Run 1, cell classes on the final placement:
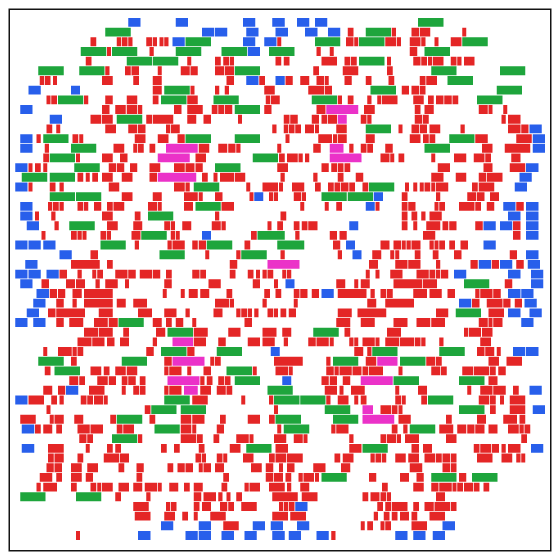
Run 1, sequential cells coloured by netlist name:
Bar = 50 um.
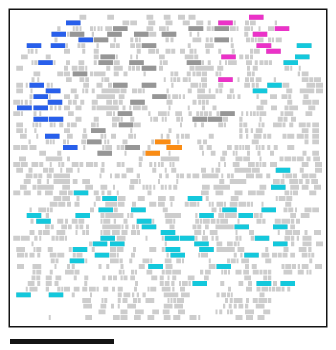
Run 1, clock wiring as the flow saved it:
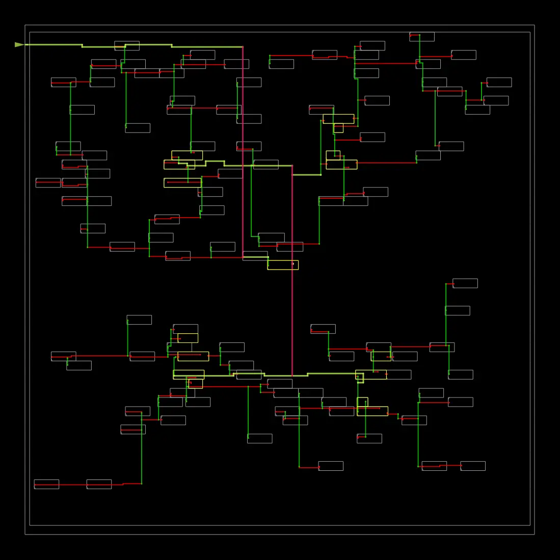
==> config.mk <==
export PLATFORM = sky130hd
export DESIGN_NAME = tero_group_eval_ctrl
export DESIGN_NICKNAME = d
export VERILOG_FILES = /design/src/rtl/tero_eval_pkg.sv /design/src/rtl/tero_lane_accum.sv /design/src/rtl/tero_group_eval_ctrl.sv
export SDC_FILE = /design/constraint.sdc
export NUM_CORES = 1
export LEC_CHECK = 0
export CELL_PAD_IN_SITES_DETAIL_PLACEMENT = 0
export CELL_PAD_IN_SITES_GLOBAL_PLACEMENT = 2
export CORE_MARGIN = 1
export CORE_UTILIZATION = 36
export DETAILED_ROUTE_END_ITERATION = 7
export HOLD_SLACK_MARGIN = 0.06
export PLACE_DENSITY_LB_ADDON = 0.1
export SYNTH_ARGS = -nofsm -noshare
export SYNTH_HDL_FRONTEND = slang
export SYNTH_HIERARCHICAL = 1
export SYNTH_SLANG_ARGS = --single-unit
==> constraint.sdc <==
create_clock -name clk -period 4.6 [get_ports clk]
set_input_delay 0.69 -clock clk [delete_from_list [all_inputs] [get_ports clk]]
set_output_delay 0.69 -clock clk [all_outputs]
set_load 0.02 [all_outputs]
==> flow_summary.json, run 1 <==
{
  "fmax_mhz": 274,
  "switchingPower_mw": 1.21,
  "async_flop_share_pct": 0,
  "dpl.hpwl_mm": 18.8,
  "cp.arrival_ns": 2.96,
  "cts.htree.levels": 3,
  "crit_slowest_cell": "dfxtp_2",
  "adder_share_pct": 6.08,
  "synthCells": 1037,
  "gp_congestion": 0.848,
  "slew_headroom_pct": 26.2,
  "top_cell_area_share_pct": 25.3,
  "sw_frac_of_total_pct": 40.3,
  "largest_area_cell": "dfxtp_1",
  "drtIter0Drc": 323,
  "cts_buffers": 9,
  "r2r_slack_ns": 1.56,
  "status": "finished, final reports clean",
  "drc_errors": 0,
  "max_stage_delay_ns": 0.94,
  "postCtsHoldBufs": 0,
  "yosys_cells": 1037,
  "finalPower_mw": 3.01,
  "final_area_um2": 9560,
  "synth.cellmix.compoundShare_pct": 21.8,
  "crit_buf_inv": 1,
  "intPower_mw": 1.80,
  "criticalPathCategory": "reg -> out",
  "wire_per_inst_um": 17.8,
  "first_global_vias": 7241,
  "syn-cell-area_um2": 8070,
  "pwr-share-seq_pct": 35.3,
  "largest_reg_flops": 46,
  "grt_use_total_pct": 21.8,
  "clkPwrFrac_pct": 27.8,
  "chipHeight_um": 152,
  "tightest_slew_ns": 1.10,
  "grt_max_degree": 41,
  "io_buffers": 99,
  "die_w_um": 152,
  "finalSetupViolCount": 0,
  "dr.pass1.iters": 6,
  "ctsLongestPathBuffers": 2,
  "antenna_found_initial": 0,
  "synth.area.mux_share_pct": 12.0,
  "p_leak_nw": 3.61,
  "ant_nets": 0,
  "drt_wl_total_mm": 24.6
}
## Picture notes: 'cell classes on the final placement'
[other buffers and delay cells] blue | cells: 111
[flops] green | cells: 102
[combinational and other logic] red | cells: 874
[clock drivers and dummy loads] magenta | cells: 16
Final Util: 43.7%
# rows: 54
core area: 21900 um^2

## Picture notes: 'sequential cells coloured by netlist name'
[`eval_q`] blue | placed flops: 16
[`rep_log2_q`] orange | placed flops: 3
[`g_lane.u_accum/acc_q`] cyan | placed flops: 46
[`rep_q`] magenta | placed flops: 8 | where: upper right
register area: 2040 um^2
Seq. pwr: 1.06 mW
sequential share of cell area: 21.4%

## Picture notes: 'clock wiring as the flow saved it'
clk_lat worst skew: 0.35 ns
Clock Sinks: 102
Power Clock: 837 uW
clock buffer count in the final layout: 9
Final Skew: 0.0111 ns

[run 1: per-layer routing]
layer  vias up  global-route usage [%]  routed length (um)
met3        15                    2.51                 906
met4         0                    4.80                 291
met5         -                       0                   0
met1      3548                    30.1               11900
met2       145                    36.0               11500
li1       3915                       -                   -
[run 1: layout make-up]
cell class | instances | area, um^2
clock inverter | 7 | 101
fill | 2322 | 12300
multi-input combinational | 851 | 5670
timing repair buffer | 111 | 1080
inverter | 23 | 86.3
tap | 280 | 350
sequential | 102 | 2040
clock buffer | 9 | 225
[run 1: cell usage in the layout, fill, tap and decap left out, types with 4 or more instances in the layout]
| master | n |
|---|---|
| xnor2_1 | 15 |
| nand2_1 | 138 |
| inv_2 | 4 |
| o21ai_0 | 53 |
| o211ai_1 | 31 |
| ha_1 | 36 |
| a31oi_1 | 8 |
| nor2_1 | 65 |
| o21a_1 | 5 |
| dfxtp_1 | 100 |
| inv_1 | 19 |
| nand2b_1 | 7 |
| mux2i_1 | 47 |
| o31ai_1 | 8 |
| nand3b_1 | 6 |
| clkbuf_16 | 9 |
| mux4_2 | 9 |
| nand4_1 | 15 |
| and2_1 | 39 |
| a21boi_0 | 4 |
| and3_1 | 9 |
| and4_1 | 6 |
| nor3_1 | 14 |
| or4_1 | 7 |
| o21ai_2 | 6 |
| or2_2 | 5 |
| o2111ai_1 | 6 |
| mux2_2 | 26 |
| nor4_1 | 7 |
| a21oi_1 | 96 |
| nor2b_1 | 13 |
| nand3_1 | 41 |
| or3_1 | 20 |
| clkdlybuf4s50_1 | 99 |
| buf_4 | 12 |
| xor2_1 | 29 |
| a211oi_1 | 6 |
| a21o_1 | 15 |
==> inputs of run 2 (changes only) <==
- CORE_UTILIZATION: 36 -> 30
- clock period: 4.6 -> 3.04 ns (I/O delays scaled with it)
Run 2, sequential cells coloured by netlist name:
Bar = 50 um.
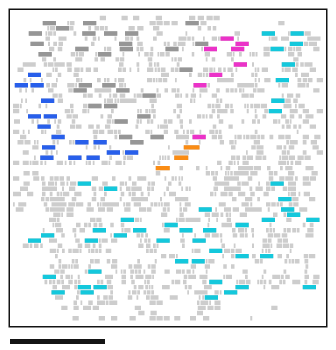
[`eval_q`] blue | placed flops: 16 | where: middle left
[`rep_q`] magenta | placed flops: 8
[`rep_log2_q`] orange | placed flops: 3
[`g_lane.u_accum/acc_q`] cyan | placed flops: 46 | where: widely spread
not coloured: 29
Final Util: 38.0%
register area: 2050 um^2
Seq. pwr: 1.55 mW

Run 2, cells coloured by instance:
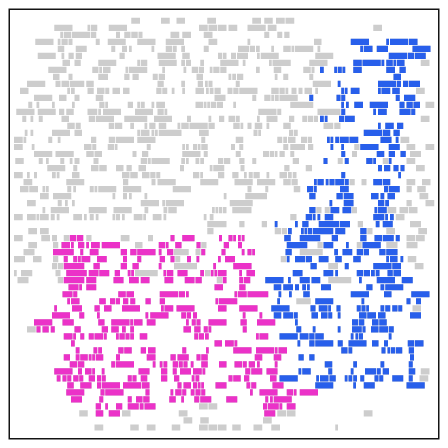
[`g_lane[1].u_accum`] blue | cells: 296 | where: a column on the right
[`g_lane[0].u_accum`] magenta | cells: 306
not coloured: 536
Finished Layout Cells: 1475
die area: 27600 um^2

==> flow_summary.json, run 2 <==
{
  "wire_per_inst_um": 17.6,
  "status": "finished, violations left",
  "async_flop_share_pct": 0,
  "tightest_slew_ns": 0.835,
  "antenna_found_initial": 2,
  "syn-cell-area_um2": 8070,
  "worstSkewPairLatency_ns": 0.36,
  "clkPwrFrac_pct": 26.2,
  "max_stage_delay_ns": 0.54,
  "drc_errors": 20,
  "sw_frac_of_total_pct": 41.0,
  "cp.arrival_ns": 2.50,
  "met3_usage_pct": 3.31,
  "finalSetupViolCount": 0,
  "io_buffers": 99,
  "gp_congestion": 0.826,
  "r2r_slack_ns": 0.57,
  "crit_slowest_cell": "clkdlybuf4s50_1",
  "final_cell_mix": "nand2_1 (138), dfxtp_1 (99), a21oi_1 (96)",
  "criticalPathCategory": "reg -> out",
  "cts.htree.levels": 3,
  "fmax_mhz": 338,
  "cts_buffers": 9,
  "switchingPower_mw": 1.93,
  "chipHeight_um": 166,
  "violations": "design-rule violations"
}
==> run 2: power by group through the flow <==
| stage | registers [mW] | logic [mW] | clock network, mW |
|---|---|---|---|
| floorplan | 1.56 | 1.27 | 0 |
| global placement | 1.59 | 1.93 | 0 |
| detailed placement | 1.59 | 1.92 | 0 |
| CTS | 1.56 | 1.94 | 1.29 |
| global route | 1.57 | 2.13 | 1.35 |
| finish | 1.55 | 1.92 | 1.24 |
==> run 2: metrics by stage <==
| stage | setup slack, ns | util, % | power (mW) | hold WS, ns |
|---|---|---|---|---|
| 4_1_cts | 0.0412 | 37.8 | 4.78 | 0.471 |
| 2_1_floorplan | 0.648 | - | 2.82 | 0.436 |
| 5_1_grt | 0.00490 | 37.9 | 5.05 | 0.497 |
| 3_3_place_gp | 0.136 | 36.5 | 3.53 | 0.460 |
| 3_5_place_dp | 0.0568 | 36.5 | 3.51 | 0.457 |
| 6_report | 0.0811 | 38.0 | 4.71 | 0.465 |
==> run 2: logic make-up after synthesis <==
kind of cell | Yosys count | share of synthesized area, %
buffers and inverters | 85 | 4.57
other | 1 | 0.0465
XOR/XNOR | 45 | 4.98
AND-OR/OR-AND | 275 | 21.8
adder cells (fa/ha/maj) | 38 | 6.08
AND/OR/NAND/NOR | 409 | 25.3
flip-flops | 102 | 25.3
multiplexers | 82 | 12.0
==> run 2: worst max-delay path, delay by kind of cell (launching register included) <==
family / cells / cell delay (ns)
buf+inv: 2 / 0.69
flops: 1 / 0.43
mux: 2 / 0.85
simple gates: 1 / 0.17
==> run 2: cell type report <==
class | instances | share of cell area [%]
repair buffers | 146 | 14.1
diodes | 2 | 0.0503
inverters | 23 | 0.868
multi-input cells | 851 | 57.0
clock inverters | 7 | 0.893
well taps | 335 | 4.21
clock buffers | 9 | 2.26
flip-flops and latches | 102 | 20.6
Power figures rest on the tool's default switching activity, not on a simulated workload.
